==> config.mk <==
export PLATFORM = sky130hd
export DESIGN_NAME = serial_neuron
export DESIGN_NICKNAME = d
export VERILOG_FILES = /design/src/rtl/bnn_pkg.sv /design/src/rtl/popcount.sv /design/src/rtl/serial_neuron.sv
export SDC_FILE = /design/constraint.sdc
export NUM_CORES = 1
export LEC_CHECK = 0
export CORE_MARGIN = 2
export CORE_UTILIZATION = 63
export DETAILED_ROUTE_END_ITERATION = 8
export GPL_TIMING_DRIVEN = 1
export PLACE_DENSITY = 0.84
export SETUP_SLACK_MARGIN = 0.5
export SYNTH_ARGS = -nofsm -noshare
export SYNTH_HDL_FRONTEND = slang
export SYNTH_SLANG_ARGS = --single-unit
export TNS_END_PERCENT = 50
==> constraint.sdc <==
create_clock -name clk -period 10.8 [get_ports clk]
set_input_delay 3.24 -clock clk [delete_from_list [all_inputs] [get_ports clk]]
set_output_delay 3.24 -clock clk [all_outputs]
set_load 0.02 [all_outputs]
**Run 1: clock wires, drivers and flops**

Scale bar: 20 µm.
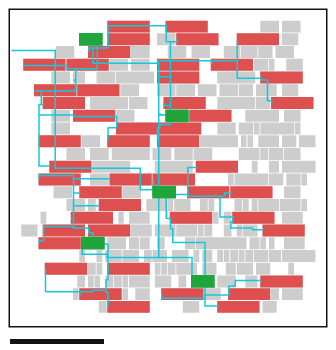
[clock wires] cyan | length: 534 µm
[clock-net drivers] green | count: 5
[flip-flops] red | count: 48
flops lie: all over the die
routed clock nets: 6
clock power share: 13.4%
skew final: 0.008626 ns
clock distribution power: 0.000128 W

**Run 1: cell placement**

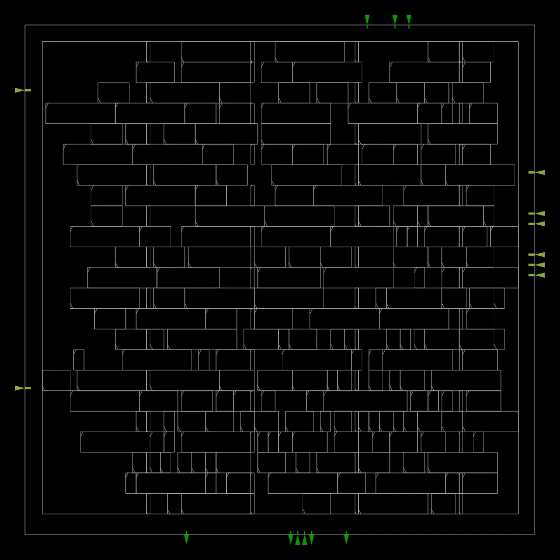
Core ar.: 0.003943 mm²
flop share of the area: 42.50%
Final Util: 71.69%

**Run 1: signal wires by layer**

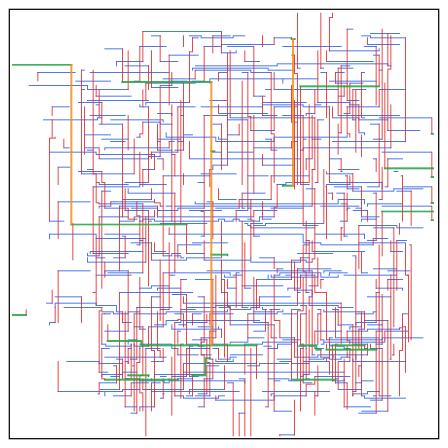
[M2] red | wire length: 2130 µm
[M4] orange | wire length: 89.8 µm
[M3] green | wire length: 145 µm
[M1] blue | wire length: 2140 µm
routed vias: 1558
GRT Util Overall: 23.12%

**Run 1: M3 wires**

Scale bar: 20 µm.
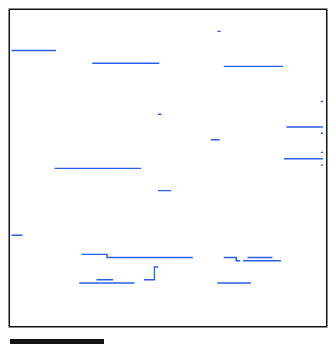
nets with wire on the layer: 18
wire length on this layer: 145 µm
longest straight run: 18.2 µm
Routed WL: 4512 µm
M3 GR Usage: 4.833%

==> results.json, run 1 <==
{
  "grtUsageMet1_pct": 31.48,
  "max_slew_margin_pct": 35.12,
  "final_area_mm2": 0.002826,
  "yosys_area_mm2": 0.002537,
  "reg2reg_depth": 21,
  "hp-class": "register to register",
  "intPower_w": 0.0005660,
  "grt_pass1_vias": 1581,
  "cts-buffers-inserted": 5,
  "top_usage_layer": "met2",
  "path_max_fanout": 3,
  "cts_setup_buffers": 0,
  "synth_area_leader_cell": "dfrtp_1",
  "diodes": 0,
  "synth.area.top_cells": "dfrtp_1, mux2_2, mux4_2",
  "die-width_um": 67.47,
  "end_kind": "register",
  "ys_sh_simple_pct": 4.832,
  "setup_ws_ns": 2.807,
  "clkSlewWorstSetupHoldPaths_ns": 0.08,
  "wl_met2_um": 2133,
  "critPathArrivalTime_ns": 8.19,
  "synth_top_flop_cell": "dfrtp_1",
  "mostFrequentLayoutCells": "dfrtp_1, mux2_2, inv_1",
  "power_leader": "combinational logic",
  "syn_nets": 229,
  "cts_tree": "built",
  "fin_setup_tns_ns": 0,
  "largest_cell_class": "combinational gates",
  "maxSlewViolCount": 0,
  "status": "finished clean",
  "power_sequential_w": 0.000280,
  "p_switching_w": 0.0003910,
  "gp_congestion": 0.8137,
  "grt_use_met2_pct": 36.15,
  "crit_chain": "clkdlybuf4s50_1, xnor2_1, ha_1, inv_1, fa_1, fa_1, inv_1, fa_1, inv_1, fa_1, inv_1, ha_1, a211oi_2, o21bai_1, a21o_1, and2_1, ha_1, and4_1, o21ai_0, o2111ai_1, o211a_1",
  "worst-path-stages": 21,
  "warning_count": 26,
  "dr_wl_met3_um": 145,
  "dpl_worst_slack_ns": 2.513,
  "power_w": 0.0009570,
  "met1Wirelength_um": 2144,
  "signal_buffers": 16,
  "final_common_cell": "dfrtp_1",
  "seq_area_mm2": 0.001201,
  "min_period_ns": 7.993,
  "hpwl_um": 3311,
  "ys_sh_mux_pct": 22.14,
  "r2r_slack_ns": 4.85,
  "cts_resized": 0,
  "nWellTaps": 50,
  "seq_cell_count": 48,
  "cp_top_family": "adder cells",
  "hold_path_depth": 2,
  "comb_power_share_pct": 57.3,
  "largest_reg_flops": 38,
  "wl_per_cell_um": 17.09,
  "placedCellCount": 256,
  "cts_buffer_depth": 2,
  "stdcell_count": 264,
  "synth-xor-area-share_pct": 4.142,
  "cts_max_level": 2,
  "hold_viol": 0,
  "synthArstFlopShare_pct": 100.0,
  "die_h_um": 67.47,
  "clockRootBuffer": "clkbuf_8",
  "top_logic_kind": "multiplexers",
  "synth_stat.cells": 197,
  "chipArea_mm2": 0.004552,
  "drc": 0,
  "multiInputCombCellCount": 123,
  "required_ns": 11.00,
  "layout.nonclk_buf_share_pct": 5.489,
  "drt-initial-drc-count": 121,
  "viasPerCell": 5.902,
  "inverters_excl_clock": 19,
  "synth_top_area_share_pct": 47.34,
  "synthAoiAreaFrac_pct": 6.312,
  "setup_viol": 0,
  "syn_area_mm2": 0.002537,
  "powerComb_w": 0.000549,
  "cts_sinks": 48,
  "path_buffers": 5,
  "first_pass_iters": 4,
  "syn_inst": 197,
  "switching_share_pct": 40.86,
  "slowest_stage": "fa_1"
}
**Run 1: a small window of the routed layout**

Window x 14 to 54, y 0 to 40 µm. Cells in gray, sequential cells in the stronger gray; small squares are vias.
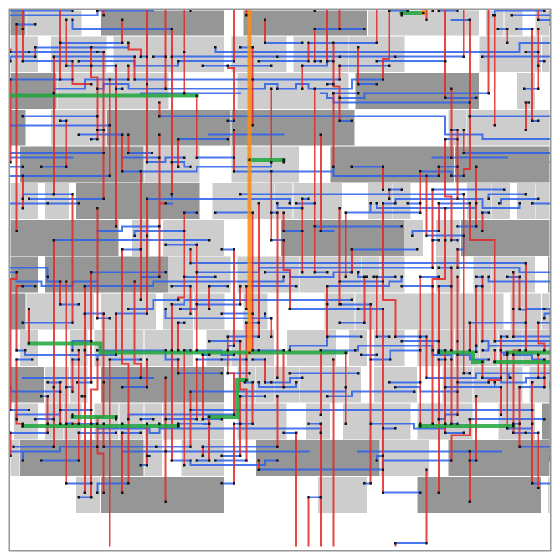

==> run 2, diff against run 1 <==
--- a/config.mk
+++ b/config.mk
@@ -6,10 +6,10 @@
 export NUM_CORES = 1
 export LEC_CHECK = 0
 export CORE_MARGIN = 2
-export CORE_UTILIZATION = 63
+export CORE_UTILIZATION = 58
 export DETAILED_ROUTE_END_ITERATION = 8
 export GPL_TIMING_DRIVEN = 1
-export PLACE_DENSITY = 0.84
+export PLACE_DENSITY = 0.79
 export SETUP_SLACK_MARGIN = 0.5
 export SYNTH_ARGS = -nofsm -noshare
 export SYNTH_HDL_FRONTEND = slang
==> constraint.sdc (replaced) <==
create_clock -name clk -period 8.1 [get_ports clk]
set_input_delay 2.43 -clock clk [delete_from_list [all_inputs] [get_ports clk]]
set_output_delay 2.43 -clock clk [all_outputs]
set_load 0.02 [all_outputs]
**Run 2: a small window of the routed layout**

Window x 15 to 55, y 1 to 41 µm. Cells in gray, sequential cells in the stronger gray; small squares are vias.
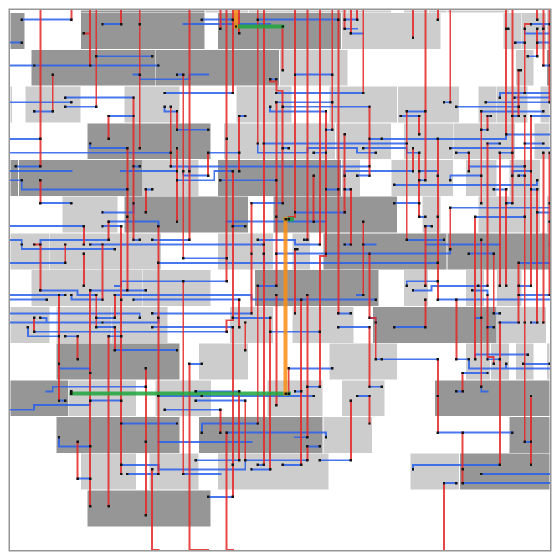
[M3] green
[M4] orange
[M1] blue
[M2] red
cells with their middle in the window: 72
sequential cells in the window: 19
most frequent: dfrtp_1 (19), mux2_2 (14), inv_1 (6)

==> results.json, run 2 <==
{
  "status": "finished clean",
  "die-width_um": 70.14,
  "layout.nonclk_buf_share_pct": 5.704,
  "first_pass_iters": 4,
  "largest_reg_flops": 38,
  "sh_seq_area_pct": 42.12,
  "grtUsageTotal_pct": 20.91,
  "setup_viol": 0,
  "grtUsageMet1_pct": 25.83,
  "dr_wl_met3_um": 102,
  "syn_inst": 197,
  "core_mm2": 0.004294,
  "slowest_stage": "fa_1",
  "dpl_worst_slack_ns": 0.6489,
  "ys_sh_mux_pct": 22.14,
  "clock_skew_ns": 0.01052,
  "seq_area_mm2": 0.001201,
  "maxSlewViolCount": 0,
  "hp-class": "register to register",
  "nWellTaps": 52,
  "hold_path_depth": 2,
  "r2r_slack_ns": 2.18,
  "multiInputCombCellCount": 123,
  "cts_tree": "built",
  "grt_use_met2_pct": 36.51,
  "chipArea_mm2": 0.004920,
  "hold_viol": 0,
  "cts_buffer_depth": 2,
  "cp_top_family": "adder cells",
  "end_kind": "register",
  "synth_area_leader_cell": "dfrtp_1",
  "synth-xor-area-share_pct": 4.142,
  "synth_stat.cells": 197,
  "ys_sh_simple_pct": 4.832,
  "seq_cell_count": 48,
  "synthArstFlopShare_pct": 100.0,
  "path_max_fanout": 3,
  "syn_area_mm2": 0.002537,
  "reg2reg_depth": 21,
  "cts_resized": 0,
  "required_ns": 8.29,
  "fin_setup_tns_ns": 0,
  "met1Wirelength_um": 1927,
  "worst-path-stages": 21,
  "power_sequential_w": 0.000373,
  "clkSlewWorstSetupHoldPaths_ns": 0.08,
  "clockRootBuffer": "clkbuf_8",
  "synth_top_flop_cell": "dfrtp_1",
  "die_h_um": 70.14,
  "critPathArrivalTime_ns": 7.32,
  "top_logic_kind": "multiplexers",
  "max_slew_margin_pct": 36.10,
  "inverters_excl_clock": 19,
  "drt-initial-drc-count": 65,
  "synth_top_area_share_pct": 47.34,
  "yosys_area_mm2": 0.002537,
  "signal_buffers": 17,
  "hpwl_um": 3354,
  "setup_ws_ns": 0.9745,
  "viasPerCell": 5.768,
  "intPower_w": 0.0007777,
  "final_common_cell": "dfrtp_1",
  "synth.area.top_cells": "dfrtp_1, mux2_2, mux4_2",
  "switching_share_pct": 40.13,
  "cts_setup_buffers": 0
}
**Run 2: M3 wires**

Scale bar: 20 µm.
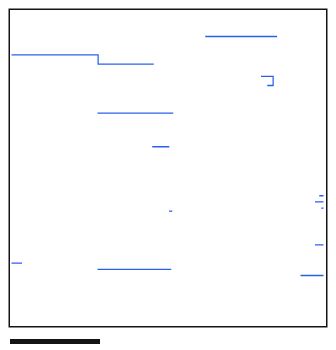
nets with wire on the layer: 10
wire length on this layer: 102 µm
share of all routed wire: 2.3%
main direction: horizontal
routed vias: 1540
Routed WL: 4505 µm
M3 GR Usage: 5.195%

Power and IR drop assume default switching activity.
